## src/rtl/scanner_pkg.sv

```systemverilog
// Shared state encoding, error codes and per-state output decode for the scanner sequencer.
package scanner_pkg;

    localparam int unsigned STATE_W = 4;
    localparam int unsigned ERR_W   = 3;

    typedef enum logic [STATE_W-1:0] {
        ST_IDLE   = 4'd0,
        ST_LOAD   = 4'd1,
        ST_CALIB  = 4'd2,
        ST_ALIGN  = 4'd3,
        ST_LEVEL  = 4'd4,
        ST_SYNC   = 4'd5,
        ST_EXPOSE = 4'd6,
        ST_STEP   = 4'd7,
        ST_UNLOAD = 4'd8,
        ST_ERROR  = 4'd15
    } state_t;

    localparam logic [ERR_W-1:0] ERR_NONE    = 3'd0;
    localparam logic [ERR_W-1:0] ERR_FOCUS   = 3'd1;
    localparam logic [ERR_W-1:0] ERR_TIMEOUT = 3'd2;
    localparam logic [ERR_W-1:0] ERR_ALIGN   = 3'd3;
    localparam logic [ERR_W-1:0] ERR_ABORT   = 3'd4;

    // Per-field exposure loop states, where the focus interlock is armed.
    function automatic logic is_scan(state_t s);
        return (s inside {ST_LEVEL, ST_SYNC, ST_EXPOSE, ST_STEP});
    endfunction

    // Chuck keeps the wafer clamped through the whole exposure path and on faults.
    function automatic logic vacuum_of(state_t s);
        return (s inside {ST_CALIB, ST_ALIGN, ST_LEVEL, ST_SYNC, ST_EXPOSE, ST_STEP, ST_ERROR});
    endfunction

    // Stage is only enabled while aligning and stepping through fields.
    function automatic logic stage_of(state_t s);
        return (s inside {ST_ALIGN, ST_LEVEL, ST_SYNC, ST_EXPOSE, ST_STEP});
    endfunction

    // Any sequencing state counts as busy; idle and fault states do not.
    function automatic logic busy_of(state_t s);
        return !(s inside {ST_IDLE, ST_ERROR});
    endfunction

    // States in which the per-state watchdog runs.
    function automatic logic watched(state_t s);
        return (s inside {ST_LOAD, ST_CALIB, ST_ALIGN, ST_LEVEL, ST_SYNC,
                          ST_EXPOSE, ST_STEP, ST_UNLOAD});
    endfunction

endpackage

```

## src/rtl/scanner_watchdog.sv

```systemverilog
// Per-state saturating dwell counter; flags expiry on the limit-th cycle spent in a state.
module scanner_watchdog #(
    parameter int unsigned TIMEOUT_W = 16
) (
    input  logic                 clk,
    input  logic                 reset_n,
    input  logic                 clear,
    input  logic                 enable,
    input  logic [TIMEOUT_W-1:0] limit,
    output logic                 expired_c
);

    localparam int unsigned CW = TIMEOUT_W + 1;

    logic [TIMEOUT_W-1:0] cnt_q;
    logic [TIMEOUT_W-1:0] elapsed;

    // Cycles already spent in the state; first cycle after entry reads as zero.
    always_comb begin
        elapsed   = clear ? '0 : cnt_q;
        expired_c = enable && (limit != '0) &&
                    ((CW'(elapsed) + CW'(1)) == CW'(limit));
    end

    // Count while enabled, hold at all-ones rather than wrapping.
    always_ff @(posedge clk or negedge reset_n) begin
        if (!reset_n) begin
            cnt_q <= '0;
        end else if (!enable) begin
            cnt_q <= '0;
        end else if (elapsed != '1) begin
            cnt_q <= elapsed + TIMEOUT_W'(1);
        end else begin
            cnt_q <= elapsed;
        end
    end

endmodule

```

## src/rtl/scanner_seq_ctrl.sv

```systemverilog
// Multi-field step-and-scan sequencer: load, calib, align with retry, per-field loop, unload.
module scanner_seq_ctrl
    import scanner_pkg::*;
#(
    parameter int unsigned FIELD_W   = 8,
    parameter int unsigned TIMEOUT_W = 16,
    parameter int unsigned MAX_RETRY = 2
) (
    input  logic                 clk,
    input  logic                 reset_n,
    input  logic                 start_cmd,
    input  logic                 abort_cmd,
    input  logic [FIELD_W-1:0]   num_fields,
    input  logic [TIMEOUT_W-1:0] timeout_limit,
    input  logic                 mech_done,
    input  logic                 align_fail,
    input  logic                 focus_error,
    input  logic                 err_clear,
    output logic [STATE_W-1:0]   current_step,
    output logic [FIELD_W-1:0]   field_idx,
    output logic                 laser_on,
    output logic                 vacuum_on,
    output logic                 stage_move,
    output logic                 busy,
    output logic                 done_pulse,
    output logic [ERR_W-1:0]     err_code
);

    localparam int unsigned RETRY_W = (MAX_RETRY == 0) ? 1 : $clog2(MAX_RETRY + 1);

    state_t               state_q, state_d;
    logic [FIELD_W-1:0]   nf_q, nf_d;
    logic [FIELD_W-1:0]   field_q, field_d;
    logic [RETRY_W-1:0]   retry_q, retry_d;
    logic                 abort_q, abort_d;
    logic [ERR_W-1:0]     err_q, err_d;
    logic                 done_d;
    logic                 retry_restart;
    logic                 entering;
    logic                 fresh_q;
    logic                 wd_expired;

    scanner_watchdog #(
        .TIMEOUT_W (TIMEOUT_W)
    ) u_watchdog (
        .clk       (clk),
        .reset_n   (reset_n),
        .clear     (fresh_q),
        .enable    (watched(state_q)),
        .limit     (timeout_limit),
        .expired_c (wd_expired)
    );

    // Next-state and counter update, priority focus > abort > watchdog > align_fail > mech_done.
    always_comb begin
        state_d       = state_q;
        nf_d          = nf_q;
        field_d       = field_q;
        retry_d       = retry_q;
        abort_d       = abort_q;
        err_d         = err_q;
        done_d        = 1'b0;
        retry_restart = 1'b0;
        case (state_q)
            ST_IDLE: begin
                if (start_cmd && (num_fields != '0)) begin
                    state_d = ST_LOAD;
                    nf_d    = num_fields;
                    field_d = '0;
                    retry_d = '0;
                    abort_d = 1'b0;
                    err_d   = ERR_NONE;
                end
            end
            ST_ERROR: begin
                if (err_clear) begin
                    state_d = ST_IDLE;
                end
            end
            default: begin
                if (focus_error && is_scan(state_q)) begin
                    state_d = ST_ERROR;
                    err_d   = ERR_FOCUS;
                end else if (abort_cmd && (state_q != ST_UNLOAD)) begin
                    if (state_q == ST_LOAD) begin
                        state_d = ST_IDLE;
                    end else begin
                        state_d = ST_UNLOAD;
                        abort_d = 1'b1;
                    end
                end else if (wd_expired) begin
                    state_d = ST_ERROR;
                    err_d   = ERR_TIMEOUT;
                end else if ((state_q == ST_ALIGN) && align_fail) begin
                    if (retry_q < RETRY_W'(MAX_RETRY)) begin
                        retry_d       = retry_q + RETRY_W'(1);
                        retry_restart = 1'b1;
                    end else begin
                        state_d = ST_ERROR;
                        err_d   = ERR_ALIGN;
                    end
                end else if (mech_done) begin
                    case (state_q)
                        ST_LOAD:   state_d = ST_CALIB;
                        ST_CALIB:  state_d = ST_ALIGN;
                        ST_ALIGN:  state_d = ST_LEVEL;
                        ST_LEVEL:  state_d = ST_SYNC;
                        ST_SYNC:   state_d = ST_EXPOSE;
                        ST_EXPOSE: state_d = (field_q == (nf_q - FIELD_W'(1))) ? ST_UNLOAD : ST_STEP;
                        ST_STEP: begin
                            state_d = ST_LEVEL;
                            field_d = field_q + FIELD_W'(1);
                        end
                        ST_UNLOAD: begin
                            state_d = ST_IDLE;
                            if (abort_q) begin
                                err_d = ERR_ABORT;
                            end else begin
                                done_d = 1'b1;
                            end
                        end
                        default:   state_d = ST_IDLE;
                    endcase
                end
            end
        endcase
    end

    // Every state entry, including an align retry, restarts the watchdog.
    assign entering = retry_restart || (state_d != state_q);

    // Laser gate drops in the same cycle the focus interlock trips.
    assign laser_on = (state_q == ST_EXPOSE) && !focus_error;

    assign field_idx = field_q;
    assign err_code  = err_q;

    // State, counters and Moore outputs decoded from the upcoming state.
    always_ff @(posedge clk or negedge reset_n) begin
        if (!reset_n) begin
            state_q      <= ST_IDLE;
            nf_q         <= '0;
            field_q      <= '0;
            retry_q      <= '0;
            abort_q      <= 1'b0;
            err_q        <= ERR_NONE;
            fresh_q      <= 1'b0;
            done_pulse   <= 1'b0;
            current_step <= '0;
            vacuum_on    <= 1'b0;
            stage_move   <= 1'b0;
            busy         <= 1'b0;
        end else begin
            state_q      <= state_d;
            nf_q         <= nf_d;
            field_q      <= field_d;
            retry_q      <= retry_d;
            abort_q      <= abort_d;
            err_q        <= err_d;
            fresh_q      <= entering;
            done_pulse   <= done_d;
            current_step <= state_d;
            vacuum_on    <= vacuum_of(state_d);
            stage_move   <= stage_of(state_d);
            busy         <= busy_of(state_d);
        end
    end

endmodule

```

## config.mk

```make
export PLATFORM = sky130hd
export DESIGN_NAME = scanner_seq_ctrl
export DESIGN_NICKNAME = d
export VERILOG_FILES = /design/src/rtl/scanner_pkg.sv /design/src/rtl/scanner_watchdog.sv /design/src/rtl/scanner_seq_ctrl.sv
export SDC_FILE = /design/constraint.sdc
export NUM_CORES = 1
export LEC_CHECK = 0
export CORE_UTILIZATION = 50
export DETAILED_ROUTE_END_ITERATION = 8
export GPL_ROUTABILITY_DRIVEN = 0
export PLACE_DENSITY = 0.88
export SLEW_MARGIN = 20
export SYNTH_ARGS = -nofsm -noshare
export SYNTH_HDL_FRONTEND = slang
export SYNTH_SLANG_ARGS = --single-unit
```

## constraint.sdc

```tcl
create_clock -name clk -period 3.9 [get_ports clk]
set_input_delay 0.78 -clock clk [delete_from_list [all_inputs] [get_ports clk]]
set_output_delay 0.78 -clock clk [all_outputs]
set_load 0.02 [all_outputs]
```

Fig. 1: cell sizes after repair
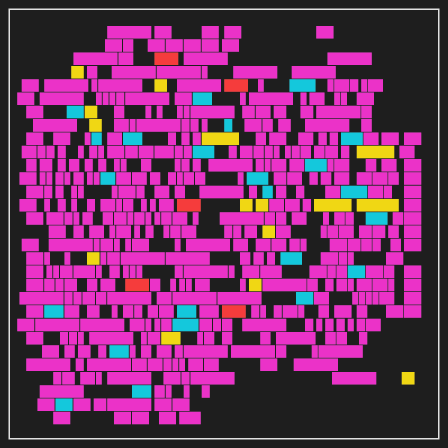
legend:
  _2 cells:
    color: cyan
    cells: 23
    most_used: mux2_2
  _0 and _1 cells:
    color: magenta
    cells: 431
    most_used: clkdlybuf4s50_1
  _3 and _4 cells:
    color: yellow
    cells: 15
    most_used: buf_4
  _6 and larger:
    color: red
    cells: 5
    most_used: clkbuf_8
area growth from synthesis to layout: 18.7%
min setup slack post-route: 231 ps
design area: 4340 sq um
layout buffer count excluding clock buffers: 60

Fig. 2: routing congestion map
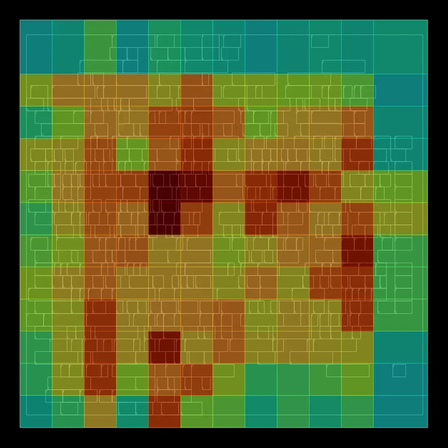
busiest grt layer: met2
overall routing resource usage: 26.3%
post-layout util: 62.5%
met2 Use GR: 45.2%

==> GITHUB_STEP_SUMMARY <==
## PnR job results

| Metric | Value |
|---|---|
| Floorplan utilization | `about 53%` |
| Area share of xor/xnor cells in the synthesized design | `9.00%` |
| Number of fillers in the final layout | `581` |
| Transition at the pin with the smallest max-transition slack | `between 600 and 700 ps` |
| Vias per std cell | `6.28` |
| Worst path arrival time | `around 3800 ps` |
| Levels on crit path | `12` |
| Endpoint of the lowest-slack register-to-register path | `fresh_q$_DFF_PN0_` |
| Cell chosen for the clock root | `sky130_fd_sc_hd__clkbuf_8` |
| Biggest register | `u_watchdog.cnt_q` |
| # Max-Cap Violations | `0` |
| Total vias in the final route | `around 3600` |
| FMAX | `273 MHz` |
| Combinational logic power | `1.44 mW` |
| Number of max-slew violations in the final report | `0` |
| Critical path peak fanout | `7` |
| Most used standard cells in the synthesized netlist | `sky130_fd_sc_hd__dfrtp_1, sky130_fd_sc_hd__nand2_1, sky130_fd_sc_hd__nor2_1, sky130_fd_sc_hd__xnor2_1` |
| Standby leakage power | `around 1.7 nW` |
| Post-placement cell count | `roughly 560` |
| Pin count of the biggest net entering global routing | `48` |
| Main synth FF type | `sky130_fd_sc_hd__dfrtp_1` |
| Share of synthesized area occupied by flip-flops and latches | `around a third` |
| Via count of the first global-routing pass | `3400` |
| Launching element type of the critical path | `register` |
| First-pass GRT wire length | `15700 microns` |
| P_sw | `1.12 mW` |
| List of cells traversed by the critical path | `nor2b_1 > ha_1 > nand3_2 > nor4_2 > xnor2_1 > nor4b_2 > nand4_1 > buf_4 > or3_1 > a31o_1 > a222oi_1 > o211ai_1` |
| Compound-gate portion of the synthesized area | `~19%` |
| Aggregate negative setup slack | `0 ps` |
| Non-clock inverter count in the final layout | `20` |
| Mux share | `4.55%` |
| Outcome | `finished clean` |
| CTS buffer count | `5` |
| Cell Pwr Density | `567 nW/um^2` |
| Largest incremental delay on the critical path | `roughly 450 ps` |
| Tool Warnings | `26` |
| Proportion of layout cells with a drive suffix above 1 | `9.07%` |
| Post-placement setup slack | `190 ps` |
| Largest cell class | `combinational gates` |
| Post-synthesis instance total | `427` |
| Area share, top type | `32.2%` |
| Main logic family after synthesis | `simple AND/OR/NAND/NOR gates` |
| Latest clock arrival within the worst-skew pair | `roughly 300 ps` |
| Worst setup path startpoint | `u_watchdog.cnt_q[0]$_DFF_PN0_` |
| Antenna fix cells | `0` |
| Sequential share of power | `29.7%` |
| Hold Slack | `473 ps` |
| Peak supply drop | `0.467 mV` |
| Number of sinks handled by clock tree synthesis | `47` |
Fig. 3: cells colored by class
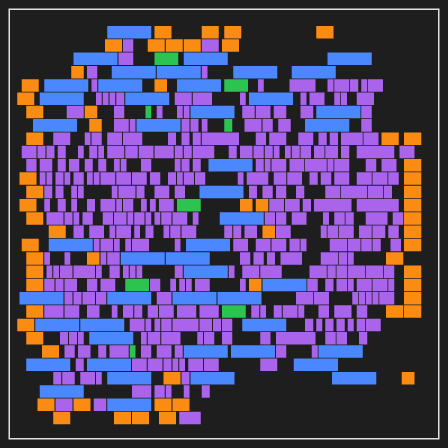
legend:
  sequential cells:
    color: blue
    cells: 47
    share_of_their_area: 28%
  clock drivers and dummy loads:
    color: green
    cells: 8
    share_of_their_area: 1.9%
  combinational and other logic:
    color: purple
    cells: 359
    share_of_their_area: 57%
  remaining buffers and delay cells:
    color: orange
    cells: 60
    share_of_their_area: 14%
floorplan row count: 30
Std-Cell Core Area: 6940 sq um

Fig. 4: sequential cells colored by netlist name
Other sequential cells in the stronger gray, the rest of the logic in the fainter gray.
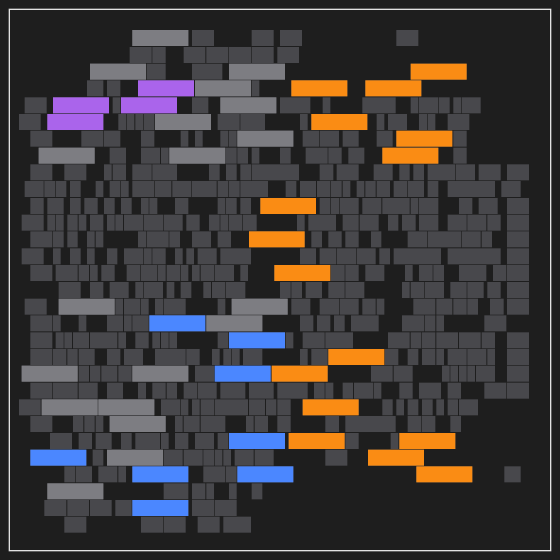
legend:
  nf_q:
    color: blue
    sequential_cells: 8
  u_watchdog.cnt_q:
    color: orange
    sequential_cells: 16
  state_q:
    color: purple
    sequential_cells: 4
    where: upper left
share of the final layout cell area in sequential cells: 27.1%
power in sequential cells: 0.731 mW
register cell area after layout: 1180 sq um

worst register-to-register path, delay by kind of cell, from the launching register on:
family	cells	cell delay, ps
DFF	1	430
and+or+nand+nor	6	1750
xor gates and xnor gates	1	140
adders and majority gates	1	280
buffers and inverters	1	180
AOI/OAI and AO/OA	3	760
metal layers:
layer | track usage, % | vias up | wire [microns]
met4 | 9.99 | 0 | 197
met2 | 45.2 | 182 | 4750
li1 | - | 1662 | -
met5 | 0 | - | 0
met1 | 33.3 | 1711 | 3970
met3 | 4.27 | 23 | 810
repair_timing:
action                                  in CTS  in global routing
endpoints found under the setup margin       0                  4
buffers inserted                             0                  1
hold buffers                                 0                  0
resized                                      0                  1
No activity file was given, so power comes from the tool's default toggle rates.
